$ cat config.mk
export PLATFORM = sky130hd
export DESIGN_NAME = uart
export DESIGN_NICKNAME = d
export VERILOG_FILES = /design/src/rtl/uart_pkg.sv /design/src/rtl/uart_rx.sv /design/src/rtl/uart.sv
export SDC_FILE = /design/constraint.sdc
export NUM_CORES = 1
export LEC_CHECK = 0
export ABC_AREA = 0
export CAP_MARGIN = 30
export CORE_UTILIZATION = 40
export CTS_BUF_LIST = sky130_fd_sc_hd__clkbuf_8
export DETAILED_ROUTE_END_ITERATION = 6
export HOLD_SLACK_MARGIN = 0.05
export PLACE_DENSITY_LB_ADDON = 0.1
export SKIP_CTS_REPAIR_TIMING = 1
export SLEW_MARGIN = 5
export SYNTH_ARGS = -nofsm -noshare
export SYNTH_HDL_FRONTEND = slang
export SYNTH_SLANG_ARGS = --single-unit
$ cat constraint.sdc
create_clock -name CLK_50MHZ -period 3.5 [get_ports CLK_50MHZ]
set_input_delay 0.525 -clock CLK_50MHZ [delete_from_list [all_inputs] [get_ports CLK_50MHZ]]
set_output_delay 0.525 -clock CLK_50MHZ [all_outputs]
set_load 0.005 [all_outputs]
$ cat src/rtl/uart_pkg.sv
// ---------------------------------------------------------------------------
// uart_pkg -- shared types and constants for the uart block.
//
// Contents:
//   DEFAULT_CLK_FREQ, DEFAULT_BAUD : default line configuration
//   DATA_BITS, PARITY_BITS, FRAME_BITS : frame geometry
//   tx_state_t, rx_state_t : transmitter / receiver FSM encodings
//
// Optional feature macro: UART_PARITY_EN (even parity bit between the data
// bits and the stop bit, giving an 11-bit frame). Undefined by default.
// ---------------------------------------------------------------------------
package uart_pkg;

    localparam int DEFAULT_CLK_FREQ = 50_000_000;
    localparam int DEFAULT_BAUD     = 115_200;

    localparam int DATA_BITS = 8;
`ifdef UART_PARITY_EN
    localparam int PARITY_BITS = 1;
`else
    localparam int PARITY_BITS = 0;
`endif
    // start + data + optional parity + stop
    localparam int FRAME_BITS = 1 + DATA_BITS + PARITY_BITS + 1;

    typedef enum logic [2:0] {
        TX_IDLE   = 3'd0,
        TX_START  = 3'd1,
        TX_DATA   = 3'd2,
        TX_PARITY = 3'd3,
        TX_STOP   = 3'd4
    } tx_state_t;

    typedef enum logic [2:0] {
        RX_IDLE      = 3'd0,
        RX_START     = 3'd1,
        RX_DATA      = 3'd2,
        RX_PARITY    = 3'd3,
        RX_STOP      = 3'd4,
        RX_WAIT_HIGH = 3'd5
    } rx_state_t;

endpackage

$ cat src/rtl/uart_rx.sv
// ---------------------------------------------------------------------------
// uart_rx -- serial receiver: 2-FF synchroniser, receiver FSM, bit counter.
//
// Ports:
//   clk    in   system clock, rising edge
//   rst_n  in   synchronous active-low reset
//   rx     in   asynchronous serial line, idle high
//   data   out  assembled byte (valid when valid=1)
//   valid  out  one-cycle strobe: a byte with good stop (and parity) bit
//   state  out  current FSM state, for observation
//
// valid is combinational so that the parent can load its byte register and
// set its flag on the very edge that samples the stop bit.
//
// Optional feature macro: UART_PARITY_EN (even parity check).
// ---------------------------------------------------------------------------
module uart_rx
    import uart_pkg::*;
#(
    parameter int CLKS_PER_BIT = 434
) (
    input  logic       clk,
    input  logic       rst_n,
    input  logic       rx,
    output logic [7:0] data,
    output logic       valid,
    output rx_state_t  state
);

    localparam int CNT_W = $clog2(CLKS_PER_BIT);
    localparam logic [CNT_W-1:0] BIT_LAST  = CNT_W'(CLKS_PER_BIT - 1);
    localparam logic [CNT_W-1:0] HALF_LAST = CNT_W'(CLKS_PER_BIT / 2 - 1);
    localparam logic [2:0]       LAST_IDX  = 3'(DATA_BITS - 1);

    logic             rx_s1;
    logic             rx_sync;
    logic             rx_prev;
    logic [CNT_W-1:0] cnt;
    logic [2:0]       bit_idx;
    logic [7:0]       shift;
`ifdef UART_PARITY_EN
    logic             par_err;
`endif

    // Synchroniser and previous-value register run every cycle; rx_prev
    // gives the falling-edge detect used in IDLE.
    always_ff @(posedge clk) begin
        if (!rst_n) begin
            rx_s1   <= 1'b1;
            rx_sync <= 1'b1;
            rx_prev <= 1'b1;
        end else begin
            rx_s1   <= rx;
            rx_sync <= rx_s1;
            rx_prev <= rx_sync;
        end
    end

    always_ff @(posedge clk) begin
        if (!rst_n) begin
            state   <= RX_IDLE;
            cnt     <= '0;
            bit_idx <= '0;
            shift   <= '0;
`ifdef UART_PARITY_EN
            par_err <= 1'b0;
`endif
        end else begin
            case (state)
                RX_IDLE: begin
                    cnt <= '0;
                    if (rx_prev && !rx_sync) begin
                        state <= RX_START;
                    end
                end

                // Re-check the line half a bit in; a high line here was a glitch.
                RX_START: begin
                    if (cnt == HALF_LAST) begin
                        cnt     <= '0;
                        bit_idx <= '0;
`ifdef UART_PARITY_EN
                        par_err <= 1'b0;
`endif
                        state   <= rx_sync ? RX_IDLE : RX_DATA;
                    end else begin
                        cnt <= cnt + 1'b1;
                    end
                end

                // LSB first: shift in from the top.
                RX_DATA: begin
                    if (cnt == BIT_LAST) begin
                        cnt   <= '0;
                        shift <= {rx_sync, shift[7:1]};
                        if (bit_idx == LAST_IDX) begin
`ifdef UART_PARITY_EN
                            state <= RX_PARITY;
`else
                            state <= RX_STOP;
`endif
                        end else begin
                            bit_idx <= bit_idx + 1'b1;
                        end
                    end else begin
                        cnt <= cnt + 1'b1;
                    end
                end

`ifdef UART_PARITY_EN
                RX_PARITY: begin
                    if (cnt == BIT_LAST) begin
                        cnt     <= '0;
                        par_err <= rx_sync ^ (^shift);
                        state   <= RX_STOP;
                    end else begin
                        cnt <= cnt + 1'b1;
                    end
                end
`endif

                // A low stop bit means a framing error: wait for the line to
                // return high before looking for the next start edge.
                RX_STOP: begin
                    if (cnt == BIT_LAST) begin
                        cnt   <= '0;
                        state <= rx_sync ? RX_IDLE : RX_WAIT_HIGH;
                    end else begin
                        cnt <= cnt + 1'b1;
                    end
                end

                RX_WAIT_HIGH: begin
                    cnt <= '0;
                    if (rx_sync) begin
                        state <= RX_IDLE;
                    end
                end

                default: begin
                    state <= RX_IDLE;
                    cnt   <= '0;
                end
            endcase
        end
    end

    assign data = shift;

`ifdef UART_PARITY_EN
    assign valid = (state == RX_STOP) && (cnt == BIT_LAST) && rx_sync && !par_err;
`else
    assign valid = (state == RX_STOP) && (cnt == BIT_LAST) && rx_sync;
`endif

endmodule

$ cat src/rtl/uart.sv
// ---------------------------------------------------------------------------
// uart -- full-duplex 8-bit UART with a byte-level trigger handshake.
//
// Ports:
//   CLK_50MHZ    in   system clock, rising edge
//   RST          in   synchronous active-low reset
//   RX           in   serial input, asynchronous, idle high
//   TX           out  serial output, idle high
//   FLOW         in   1 = remote not ready; holds a pending write in IDLE
//   DATA_IN      in   byte to transmit, captured on a TRG_WRITE rising edge
//   DATA_OUT     out  last byte received without error
//   TRG_READ     in   read acknowledge, rising-edge sensitive (clears DONE)
//   TRG_WRITE    in   write request, rising-edge sensitive
//   DONE         out  received byte available
//   dbg_tx_state out  transmitter FSM state, for observation
//   dbg_rx_state out  receiver FSM state, for observation
//
// Handshake: a TRG_WRITE rising edge is accepted only while the transmitter
// is IDLE with nothing pending; the frame starts on the following edge once
// FLOW=0. DONE rises with DATA_OUT on a good byte and falls on the edge that
// samples a TRG_READ rising edge; a simultaneous new byte keeps DONE high.
//
// Optional feature macro: UART_PARITY_EN (even parity, 11-bit frame).
// ---------------------------------------------------------------------------
module uart
    import uart_pkg::*;
#(
    parameter int CLK_FREQ     = DEFAULT_CLK_FREQ,
    parameter int BAUD         = DEFAULT_BAUD,
    parameter int CLKS_PER_BIT = CLK_FREQ / BAUD   // minimum 4
) (
    input  logic       CLK_50MHZ,
    input  logic       RST,
    input  logic       RX,
    output logic       TX,
    input  logic       FLOW,
    input  logic [7:0] DATA_IN,
    output logic [7:0] DATA_OUT,
    input  logic       TRG_READ,
    input  logic       TRG_WRITE,
    output logic       DONE,
    output tx_state_t  dbg_tx_state,
    output rx_state_t  dbg_rx_state
);

    localparam int CNT_W = $clog2(CLKS_PER_BIT);
    localparam logic [CNT_W-1:0] BIT_LAST = CNT_W'(CLKS_PER_BIT - 1);
    localparam logic [2:0]       LAST_IDX = 3'(DATA_BITS - 1);

    // Trigger edge detect: the registered copy is the previous value.
    logic trg_read_q;
    logic trg_write_q;
    logic read_edge;
    logic write_edge;

    assign read_edge  = TRG_READ  && !trg_read_q;
    assign write_edge = TRG_WRITE && !trg_write_q;

    // ---------------- transmitter ----------------
    tx_state_t        tx_state;
    logic             tx_reg;
    logic             pending;
    logic [7:0]       tx_shift;
    logic [CNT_W-1:0] tx_cnt;
    logic [2:0]       tx_idx;
`ifdef UART_PARITY_EN
    logic             tx_par;
`endif

    always_ff @(posedge CLK_50MHZ) begin
        if (!RST) begin
            trg_write_q <= 1'b0;
            tx_state    <= TX_IDLE;
            tx_reg      <= 1'b1;
            pending     <= 1'b0;
            tx_shift    <= '0;
            tx_cnt      <= '0;
            tx_idx      <= '0;
`ifdef UART_PARITY_EN
            tx_par      <= 1'b0;
`endif
        end else begin
            trg_write_q <= TRG_WRITE;
            case (tx_state)
                // FLOW is only consulted here; once a frame starts it completes.
                TX_IDLE: begin
                    tx_reg <= 1'b1;
                    tx_cnt <= '0;
                    if (pending && !FLOW) begin
                        pending  <= 1'b0;
                        tx_reg   <= 1'b0;
                        tx_state <= TX_START;
                    end else if (write_edge && !pending) begin
                        tx_shift <= DATA_IN;
                        pending  <= 1'b1;
`ifdef UART_PARITY_EN
                        tx_par   <= ^DATA_IN;
`endif
                    end
                end

                TX_START: begin
                    if (tx_cnt == BIT_LAST) begin
                        tx_cnt   <= '0;
                        tx_idx   <= '0;
                        tx_reg   <= tx_shift[0];
                        tx_state <= TX_DATA;
                    end else begin
                        tx_cnt <= tx_cnt + 1'b1;
                    end
                end

                // The shift register moves right so bit 0 is always on the line
                // and bit 1 is the next one out.
                TX_DATA: begin
                    if (tx_cnt == BIT_LAST) begin
                        tx_cnt <= '0;
                        if (tx_idx == LAST_IDX) begin
`ifdef UART_PARITY_EN
                            tx_reg   <= tx_par;
                            tx_state <= TX_PARITY;
`else
                            tx_reg   <= 1'b1;
                            tx_state <= TX_STOP;
`endif
                        end else begin
                            tx_idx   <= tx_idx + 1'b1;
                            tx_shift <= tx_shift >> 1;
                            tx_reg   <= tx_shift[1];
                        end
                    end else begin
                        tx_cnt <= tx_cnt + 1'b1;
                    end
                end

`ifdef UART_PARITY_EN
                TX_PARITY: begin
                    if (tx_cnt == BIT_LAST) begin
                        tx_cnt   <= '0;
                        tx_reg   <= 1'b1;
                        tx_state <= TX_STOP;
                    end else begin
                        tx_cnt <= tx_cnt + 1'b1;
                    end
                end
`endif

                TX_STOP: begin
                    tx_reg <= 1'b1;
                    if (tx_cnt == BIT_LAST) begin
                        tx_cnt   <= '0;
                        tx_state <= TX_IDLE;
                    end else begin
                        tx_cnt <= tx_cnt + 1'b1;
                    end
                end

                default: begin
                    tx_reg   <= 1'b1;
                    tx_cnt   <= '0;
                    tx_state <= TX_IDLE;
                end
            endcase
        end
    end

    assign TX           = tx_reg;
    assign dbg_tx_state = tx_state;

    // ---------------- receiver ----------------
    logic [7:0] rx_data;
    logic       rx_valid;

    uart_rx #(
        .CLKS_PER_BIT (CLKS_PER_BIT)
    ) u_rx (
        .clk   (CLK_50MHZ),
        .rst_n (RST),
        .rx    (RX),
        .data  (rx_data),
        .valid (rx_valid),
        .state (dbg_rx_state)
    );

    // ---------------- DONE / DATA_OUT ----------------
    logic [7:0] data_out_reg;
    logic       done_reg;

    // A new byte takes priority over a simultaneous read acknowledge, and
    // overwrites an unread byte (overrun keeps DONE high).
    always_ff @(posedge CLK_50MHZ) begin
        if (!RST) begin
            trg_read_q   <= 1'b0;
            data_out_reg <= 8'h00;
            done_reg     <= 1'b0;
        end else begin
            trg_read_q <= TRG_READ;
            if (rx_valid) begin
                data_out_reg <= rx_data;
                done_reg     <= 1'b1;
            end else if (read_edge) begin
                done_reg <= 1'b0;
            end
        end
    end

    assign DATA_OUT = data_out_reg;
    assign DONE     = done_reg;

endmodule

Fig. 1: metal 1
(6 px per um) Supply wires on this layer in gray.
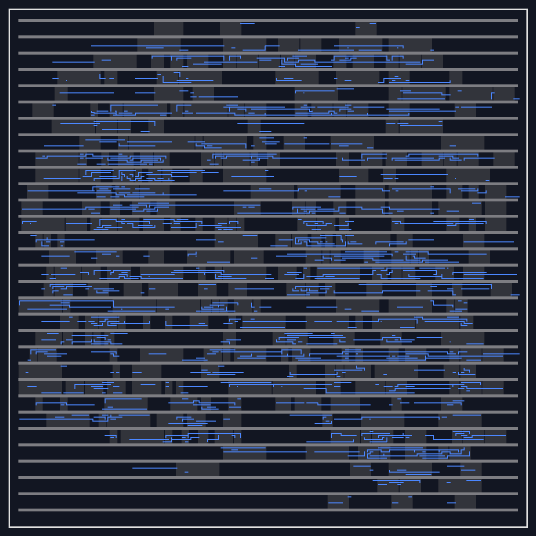
- share of all routed wire: 51%
- wire length on this layer: 2610 um
- main direction: horizontal
- longest straight run: 29.0 um

Fig. 2: metal 2
(6 px per um)
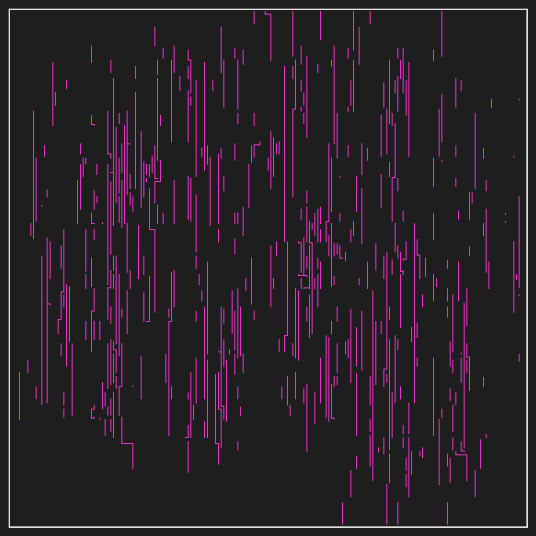
- share of all routed wire: 44%
- longest straight run: 31.6 um
- nets with wire on the layer: 272

Fig. 3: M3 wires
(6 px per um)
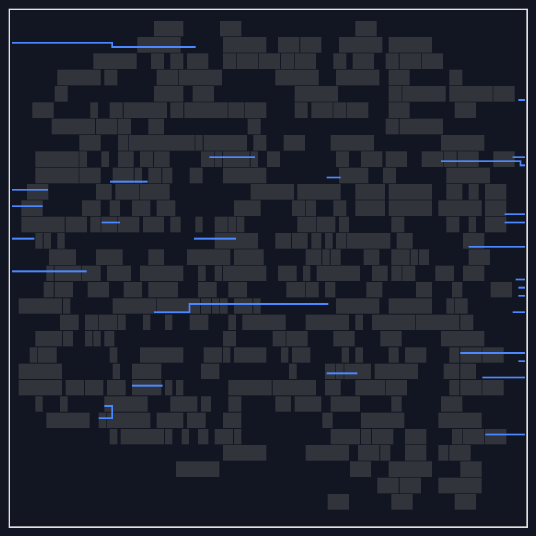
- longest straight run: 23.0 um
- main direction: horizontal

==> run notes <==
The run has ended; figures from its reports follow.

The path with the worst hold slack has its endpoint at u_rx.rx_sync. The part of the total power dissipated in combinational logic came out at 0.049. The clock tree from TritonCTS is built. The highest-delay cell along the critical path is dfxtp_1. The starting density of the core came out at 0.4160. The switching part of the total power came out at 0.2058. The length in cells of the worst reg-to-reg path came out at 5. The remaining number of nets flagged by the antenna check after routing is 0. Tracing the worst setup path back leads to its startpoint at dbg_tx_state[0]. The sequential cell power is 732 uW. Checking hold timing, the worst path is listed with class reg -> reg. The delay of the slowest cell on the worst path came out at 580 ps. The launching point of the worst reg2reg path is u_rx.cnt[0]. The total wire length came out at 5162 um.

Synthesis produced 295 cells. The maximum clock rate came out at 0.4955 GHz. The average vias per placed instance is 4.938. The largest share of the power goes to registers.

The chip area is 7406 um^2. The largest net degree at the start of global routing came out at 38. STA classifies the critical path endpoint as an output pin. The run finished with clean final reports.

The detailed-route via count came out at 2084. Among the non-sequential cells, simple AND/OR/NAND/NOR gates take the most area. Setup repair after global routing left no endpoint under its margin. The internal portion of total power came out at 1166 uW. The pre-CTS setup slack came out at 1417 ps. The number of register bits inferred by synthesis came out at 62. The number of antenna violations at the first check in global routing is 0. Summed over all nets, the half-perimeter wirelength after detailed placement is 3477 um. The ratio of final minimum period to clock period is 0.5766.

For this run, the leading register cell type out of synthesis is dfxtp_1. Yosys reports that the most numerous cell types are dfxtp_1, mux2i_1, nor2_1. The sequential area share after synthesis came out at 0.4391. The detailed-router iteration count before antenna repair came out at 4.

The share of layout cells above drive strength 1 came out at 0.07055. The number of maximum-capacitance violations is 0. Per STA, the endpoint of the critical path is dbg_tx_state[0]. The wire length of the first global-routing pass is 9094 um.

The count of different cell masters after synthesis came out at 48. The average instance in the mapped netlist occupies 9.581 um^2. By startpoint and endpoint, the worst setup path is classified as reg -> out.

The number of nets produced by synthesis is 318. The sequential fraction of design power came out at 0.499. The depth of the worst hold-timing path came out at 1. The worst path needs 2018 ps of the cycle, external delays included. The critical-path maximum fanout is 13. The layout-stage area growth over the synthesis result came out at 20.27%. The register-to-register path setup slack is 1520 ps.
[metal layers]
metal,vias to the layer above,part of all wire,wire [um],track usage
met3,7,0.036,188,0.03754
met1,952,0.51,2612,0.1992
met4,0,0.015,76,0.08182
met2,32,0.44,2285,0.2446
li1,1093,-,-,-
met5,-,0,0,0
[flip-flops by register name, indices dropped and copies added, names as in the netlist, 3 cells and up]
register      cells
DATA_OUT          8
dbg_tx_state      3
tx_cnt            9
tx_idx            3
tx_shift          8
u_rx.bit_idx      3
u_rx.cnt          9
u_rx.data         8
u_rx.state        3
[area by class of cell]
class	instances	area, um^2
Timing Repair Buffer	31	305.3
Inverter	8	30.03
Multi-Input combinational cell	209	1483
Clock inverter	3	41.29
Clock buffer	13	178.9
Sequential cell	62	1241
Tap cell	96	120.1
Fill cell	676	3395
Power is estimated from default activity; no workload was simulated.
